==> src/rtl/alu_pkg.sv <==
// rtl/alu_pkg.sv - shared ALU op encodings, width and command type
package alu_pkg;

    localparam int ALU_W = 8;

    localparam logic [2:0] OP_ADD = 3'b000;
    localparam logic [2:0] OP_SUB = 3'b001;
    localparam logic [2:0] OP_SLL = 3'b010;
    localparam logic [2:0] OP_LSR = 3'b011;
    localparam logic [2:0] OP_AND = 3'b100;
    localparam logic [2:0] OP_OR  = 3'b101;
    localparam logic [2:0] OP_XOR = 3'b110;
    localparam logic [2:0] OP_EQL = 3'b111;

    typedef struct packed {
        logic [ALU_W-1:0] a;
        logic [ALU_W-1:0] b;
        logic [2:0]       op;
    } alu_cmd_t;

endpackage

==> src/rtl/alu_cmd_fifo.sv <==
// rtl/alu_cmd_fifo.sv - synchronous command FIFO with push/pop and occupancy count
module alu_cmd_fifo #(
    parameter  int DEPTH = 4,
    parameter  int EW    = 19,
    localparam int AW    = $clog2(DEPTH),
    localparam int CW    = AW + 1
) (
    input  logic          clk,
    input  logic          rst_n,
    input  logic          push_i,
    input  logic [EW-1:0] push_data_i,
    input  logic          pop_i,
    output logic [EW-1:0] pop_data_o,
    output logic [CW-1:0] count_o,
    output logic          full_o,
    output logic          empty_o
);

    logic [EW-1:0] r_mem [DEPTH];
    logic [AW-1:0] r_wr_ptr;
    logic [AW-1:0] r_rd_ptr;
    logic [CW-1:0] r_count;

    // Callers only push when not full and pop when not empty.
    always_ff @(posedge clk or negedge rst_n) begin
        if (!rst_n) begin
            r_wr_ptr <= '0;
            r_rd_ptr <= '0;
            r_count  <= '0;
        end else begin
            if (push_i)
                r_wr_ptr <= r_wr_ptr + AW'(1);
            if (pop_i)
                r_rd_ptr <= r_rd_ptr + AW'(1);
            case ({push_i, pop_i})
                2'b10:   r_count <= r_count + CW'(1);
                2'b01:   r_count <= r_count - CW'(1);
                default: r_count <= r_count;
            endcase
        end
    end

    always_ff @(posedge clk) begin
        if (push_i)
            r_mem[r_wr_ptr] <= push_data_i;
    end

    assign pop_data_o = r_mem[r_rd_ptr];
    assign count_o    = r_count;
    assign full_o     = (r_count == CW'(DEPTH));
    assign empty_o    = (r_count == '0);

endmodule

==> src/rtl/alu_issue_stage.sv <==
// rtl/alu_issue_stage.sv - FIFO-buffered issue slot driving an external ALU, plus result slot
module alu_issue_stage
    import alu_pkg::*;
#(
    parameter  int DEPTH = 4,
    parameter  int WIDTH = ALU_W,
    localparam int CW    = $clog2(DEPTH) + 1
) (
    input  logic             clk,
    input  logic             rst_n,
    input  logic             cmd_valid_i,
    output logic             cmd_ready_o,
    input  logic [WIDTH-1:0] cmd_a_i,
    input  logic [WIDTH-1:0] cmd_b_i,
    input  logic [2:0]       cmd_op_i,
    output logic [WIDTH-1:0] alu_a_o,
    output logic [WIDTH-1:0] alu_b_o,
    output logic [2:0]       alu_op_o,
    input  logic [WIDTH-1:0] alu_res_i,
    output logic             res_valid_o,
    input  logic             res_ready_i,
    output logic [WIDTH-1:0] res_data_o,
    output logic [2:0]       res_op_o,
    output logic             res_zero_o,
    output logic [CW-1:0]    count_o
);

    localparam int EW = 2 * WIDTH + 3;

    logic [EW-1:0] w_head;
    logic          w_full;
    logic          w_empty;
    logic          w_push;
    logic          w_pop;
    logic          w_res_load;

    logic             r_iss_vld;
    logic [WIDTH-1:0] r_alu_a;
    logic [WIDTH-1:0] r_alu_b;
    logic [2:0]       r_alu_op;
    logic             r_res_vld;
    logic [WIDTH-1:0] r_res_data;
    logic [2:0]       r_res_op;
    logic             r_res_zero;

    // Ready comes from the registered count only, so a full FIFO never bypasses a same-cycle pop.
    assign cmd_ready_o = !w_full;
    assign w_push      = cmd_valid_i && cmd_ready_o;
    assign w_res_load  = r_iss_vld && (!r_res_vld || res_ready_i);
    assign w_pop       = !w_empty && (!r_iss_vld || w_res_load);

    alu_cmd_fifo #(
        .DEPTH (DEPTH),
        .EW    (EW)
    ) u_fifo (
        .clk         (clk),
        .rst_n       (rst_n),
        .push_i      (w_push),
        .push_data_i ({cmd_a_i, cmd_b_i, cmd_op_i}),
        .pop_i       (w_pop),
        .pop_data_o  (w_head),
        .count_o     (count_o),
        .full_o      (w_full),
        .empty_o     (w_empty)
    );

    always_ff @(posedge clk or negedge rst_n) begin
        if (!rst_n) begin
            r_iss_vld <= 1'b0;
            r_alu_a   <= '0;
            r_alu_b   <= '0;
            r_alu_op  <= 3'b000;
        end else if (w_pop) begin
            r_iss_vld <= 1'b1;
            r_alu_a   <= w_head[EW-1 -: WIDTH];
            r_alu_b   <= w_head[EW-WIDTH-1 -: WIDTH];
            r_alu_op  <= w_head[2:0];
        end else if (w_res_load) begin
            r_iss_vld <= 1'b0;
        end
    end

    always_ff @(posedge clk or negedge rst_n) begin
        if (!rst_n) begin
            r_res_vld  <= 1'b0;
            r_res_data <= '0;
            r_res_op   <= 3'b000;
            r_res_zero <= 1'b0;
        end else if (w_res_load) begin
            r_res_vld  <= 1'b1;
            r_res_data <= alu_res_i;
            r_res_op   <= r_alu_op;
            r_res_zero <= (alu_res_i == '0);
        end else if (r_res_vld && res_ready_i) begin
            r_res_vld  <= 1'b0;
        end
    end

    assign alu_a_o     = r_alu_a;
    assign alu_b_o     = r_alu_b;
    assign alu_op_o    = r_alu_op;
    assign res_valid_o = r_res_vld;
    assign res_data_o  = r_res_data;
    assign res_op_o    = r_res_op;
    assign res_zero_o  = r_res_zero;

endmodule

==> config.mk <==
export PLATFORM = sky130hd
export DESIGN_NAME = alu_issue_stage
export DESIGN_NICKNAME = d
export VERILOG_FILES = /design/src/rtl/alu_pkg.sv /design/src/rtl/alu_cmd_fifo.sv /design/src/rtl/alu_issue_stage.sv
export SDC_FILE = /design/constraint.sdc
export NUM_CORES = 1
export LEC_CHECK = 0
export CORE_MARGIN = 2
export CORE_UTILIZATION = 35
export CTS_CLUSTER_SIZE = 12
export DETAILED_ROUTE_END_ITERATION = 8
export PLACE_DENSITY = 0.57
export SYNTH_ARGS = -nofsm -noshare
export SYNTH_HDL_FRONTEND = slang
export SYNTH_SLANG_ARGS = --single-unit
==> constraint.sdc <==
create_clock -name clk -period 3.2 [get_ports clk]
set_input_delay 0.8 -clock clk [delete_from_list [all_inputs] [get_ports clk]]
set_output_delay 0.8 -clock clk [all_outputs]
set_load 0.02 [all_outputs]
**Met2 routing**

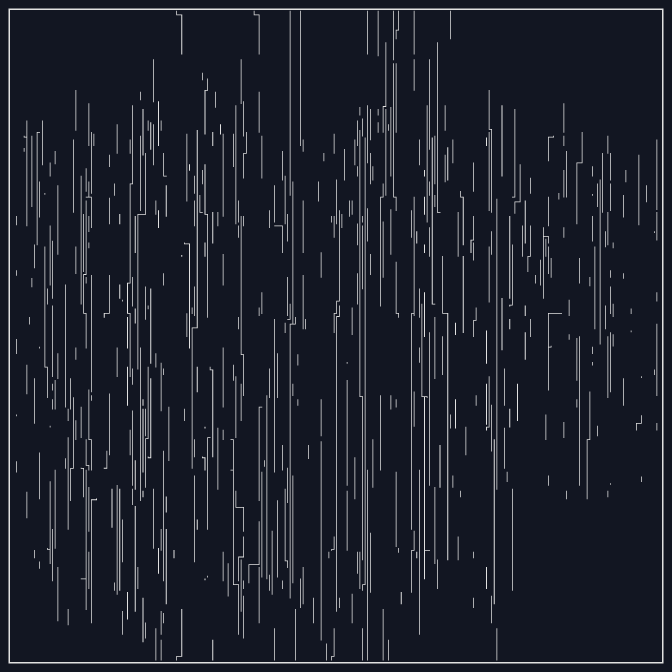
- share of all routed wire: 50%
- longest straight run: 79.5 um
- main direction: vertical
- wire length on this layer: 4060 um
- nets with wire on the layer: 295
met2 Use GR: 21.6%
total routed wirelength: 8060 um

**Cell density map**

The die is cut into 12 by 12 equal tiles; white is low, dark blue is high, 0 to 100% covered.
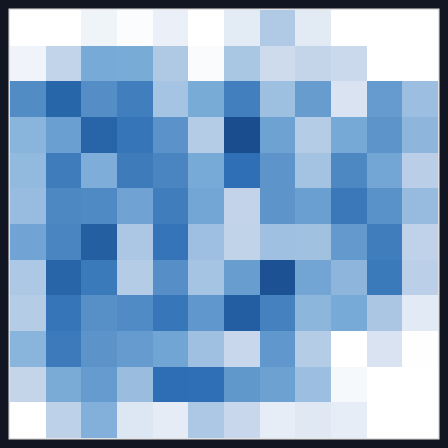
- emptiest ninth of the die: south-east
- fullest tile: 88%
- nearly empty tiles: 10%
post-route core utilization: 47.8%
share of the core filled by cells before placement: 36.2%
placeable core region: 0.0122 mm2

**Routing congestion map**

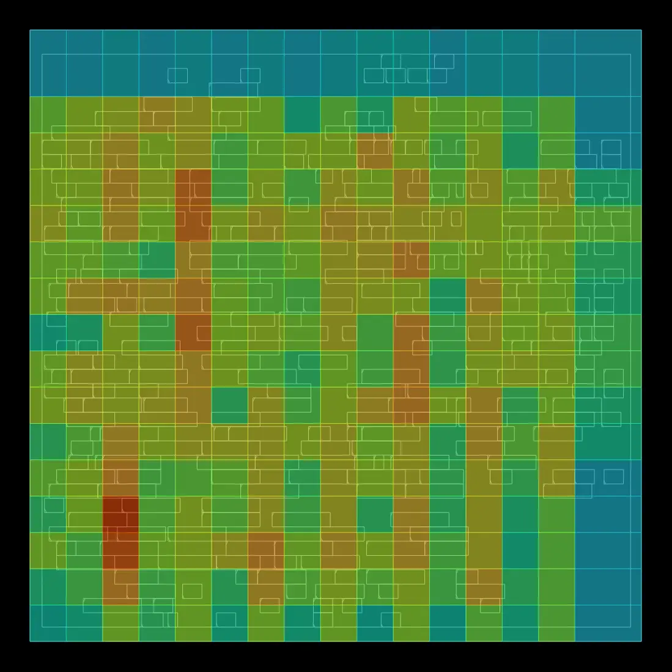
average wire per cell in the routed design: 17.1 um
busiest layer in global routing: met2

**Metal layers overlaid**

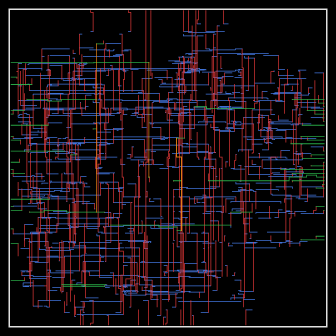
- M3: green (wire length 494 um)
- M4: orange (wire length 140 um)
- M1: blue (wire length 3360 um)
- M2: red (wire length 4060 um)
global router's overall resource usage: 13.6%
total vias in the final route: 2176

**Gate families picked out**

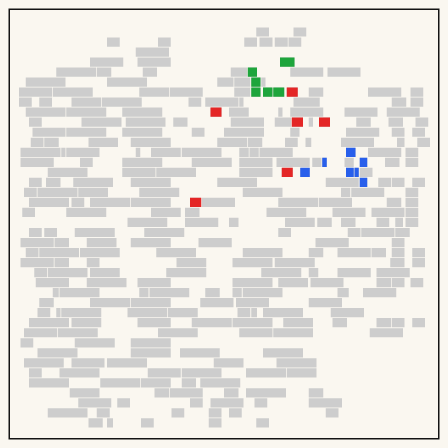
- xor and xnor cells: red (cells 6)
- nand cells: blue (cells 7)
- and/or cells: green (cells 6; where north)
most numerous logic cell after layout: sky130_fd_sc_hd__edfxtp_1
non-filler cells, final: 470
logic share of the area: 18.2%

==> results.rst <==
Synthesis and place-and-route
=============================

.. list-table::
   :header-rows: 1

   * - Metric
     - Value
   * - Run status
     - finished clean
   * - Share of power burned in combinational logic
     - 31.1%
   * - Gr ovfl total
     - 0
   * - PortBufs
     - 66
   * - # Max-Cap Violations
     - 0
   * - Fraction of power spent switching nets
     - 29.1%
   * - Worst path max stage delay
     - 0.55 ns
   * - Count of instantiated cells in the yosys netlist
     - 208
   * - Post-CTS Repair Setup Buffers
     - 0
   * - Startpoint of the most critical hold path
     - res_zero_o
   * - Post-Syn Area
     - 0.00440 mm2
   * - Hold Path Stages
     - 1
   * - Most frequent cells in the layout
     - sky130_fd_sc_hd__edfxtp_1 (76), sky130_fd_sc_hd__clkdlybuf4s50_1 (65), sky130_fd_sc_hd__dfrtp_1 (40)
   * - Crit path buffers/inverters
     - 1
   * - Arrival time worst endpoint
     - 1.86 ns
   * - Capture point of the worst reg-to-reg path
     - u_fifo.count_o[1]
   * - Maximum number of pins on one net before global-route repair
     - 41
   * - Main power-consuming group
     - registers
   * - Total of warnings raised by yosys
     - 0
   * - Cell type group with the largest total delay on the critical path
     - buffers and inverters
   * - Layout cell share with drive strength beyond 1
     - 30.5%
   * - Mapped Nets
     - 245
   * - Placement row count
     - 40
   * - Die height
     - 116 um
   * - Clock Pin Slew Worst Setup and Hold Paths
     - 0.05 ns
   * - Internal Pwr Total
     - 4170 uW
   * - Count of final setup violators
     - 0
   * - Cells after Synth
     - 208
   * - Cell type of the slowest stage on the worst timing path
     - sky130_fd_sc_hd__clkdlybuf4s50_1
   * - Unique cell type count in the Yosys netlist
     - 25
   * - Category of the worst setup path launch point
     - flop
   * - Register-to-register path setup slack
     - 1.08 ns
   * - Clock tree root driver cell
     - sky130_fd_sc_hd__clkbuf_16
   * - Sequential element share of the synthesized area
     - 74.6%
   * - Setup repair after global routing missed its margin
     - no
   * - WHS Endpoint
     - res_zero_o
   * - Detailed-route vias per instance
     - 4.63
   * - Number of max-slew violations in the final report
     - 0
   * - Power density relative to cell area
     - 1010 mW/mm2
   * - Seq power
     - 2260 uW
   * - Overall chip area
     - 0.0135 mm2
   * - Die Span X
     - 116 um
   * - Iteration-0 DRC Markers
     - 74
   * - Number of clock sinks
     - 116
   * - Final Wtd Congestion
     - 0.648
   * - Critical Path, Cell by Cell
     - or3b_4, clkdlybuf4s50_1
   * - Total of cells resized after clock tree synthesis
     - 0
   * - Clock tree from TritonCTS
     - done
   * - Chip area estimate from yosys synthesis
     - 0.00440 mm2
   * - Clock group power
     - 1790 uW
   * - Hold-fix buffers, CTS
     - 0
   * - Data required, critical path
     - 2.40 ns
   * - Worst Hold Class
     - flop to flop
   * - Element type at the critical path end
     - output port
   * - Endpoints failing hold
     - 0
   * - Proportion of power drawn by flip-flops and latches
     - 38.4%
   * - # IOs
     - 67
## cell usage after synthesis
library cell,instances,share of area (%)
sky130_fd_sc_hd__xnor2_1,4,0.80
sky130_fd_sc_hd__and3_2,4,0.68
sky130_fd_sc_hd__inv_1,3,0.26
sky130_fd_sc_hd__nand2_1,2,0.17
sky130_fd_sc_hd__fa_1,1,0.45
sky130_fd_sc_hd__and2_4,1,0.20
sky130_fd_sc_hd__dfrtp_1,40,23
sky130_fd_sc_hd__clkbuf_1,1,0.085
sky130_fd_sc_hd__xor2_1,2,0.40
sky130_fd_sc_hd__buf_6,2,0.51
sky130_fd_sc_hd__nand2b_1,2,0.28
sky130_fd_sc_hd__nand4_1,1,0.14
sky130_fd_sc_hd__nor2_1,1,0.085
sky130_fd_sc_hd__edfxtp_1,76,52
sky130_fd_sc_hd__a21bo_2,1,0.23
sky130_fd_sc_hd__buf_2,4,0.45
sky130_fd_sc_hd__mux4_2,19,9.7
sky130_fd_sc_hd__ha_1,5,1.4
sky130_fd_sc_hd__nor4_1,2,0.28
sky130_fd_sc_hd__nor3_1,1,0.11
sky130_fd_sc_hd__mux2_2,31,7.9
sky130_fd_sc_hd__nand3b_1,2,0.34
sky130_fd_sc_hd__mux2_4,1,0.34
sky130_fd_sc_hd__o31a_2,1,0.23
sky130_fd_sc_hd__or3b_4,1,0.26
## kinds of logic (layout without fill, tap and decap cells)
| family | after synthesis | in the layout | synth area share, % |
|---|---|---|---|
| AND-OR/OR-AND | 2 | 2 | 0.455 |
| XOR/XNOR | 6 | 6 | 1.19 |
| flip-flops | 116 | 116 | 74.6 |
| adder cells (fa/ha/maj) | 6 | 6 | 1.88 |
| buffers and inverters | 10 | 104 | 1.31 |
| multiplexers | 51 | 51 | 18.0 |
| AND/OR/NAND/NOR | 17 | 17 | 2.56 |
## final cells by class
class / instances / area, um2
Clock buffer: 19 / 433
Clock inverter: 13 / 135
Fill cell: 1047 / 6350
Inverter: 3 / 11.3
Multi-Input combinational cell: 82 / 1060
Sequential cell: 116 / 3280
Tap cell: 168 / 210
Timing Repair Buffer: 69 / 678
## metal layers
metal  track usage [%]  routed length [um]  vias to the layer above  part of all wire (%)
li1                  -                   -                      992                     -
met5                 0                   0                        -                     0
met4              7.38                 139                        0                   1.7
met2              21.6                4060                       66                    50
met3              5.24                 494                       10                   6.1
met1              16.0                3360                     1108                    42
## flip-flops by register name, summed over array words and instances, names as in the netlist, 2 cells and up
| register | count |
|---|---|
| alu_op_o | 3 |
| res_data_o | 8 |
| u_fifo.r_rd_ptr | 2 |
| u_fifo.count_o | 3 |
| u_fifo.r_mem | 76 |
| res_op_o | 3 |
| u_fifo.r_wr_ptr | 2 |
| alu_a_o | 8 |
| alu_b_o | 8 |
## worst max path at each step
stage                      startpoint                 to  slack [ns]  depth (start not counted)
global placement          res_ready_i  u_fifo.count_o[2]        0.52                          8
finish              u_fifo.count_o[1]        cmd_ready_o        0.54                          2
detailed placement        res_ready_i  u_fifo.count_o[2]        0.46                          8
CTS                 u_fifo.count_o[1]        cmd_ready_o        0.51                          2
floorplan                 res_ready_i  u_fifo.count_o[2]        0.82                          8
global route        u_fifo.count_o[1]        cmd_ready_o        0.47                          2
Power is estimated from default activity; no workload was simulated.
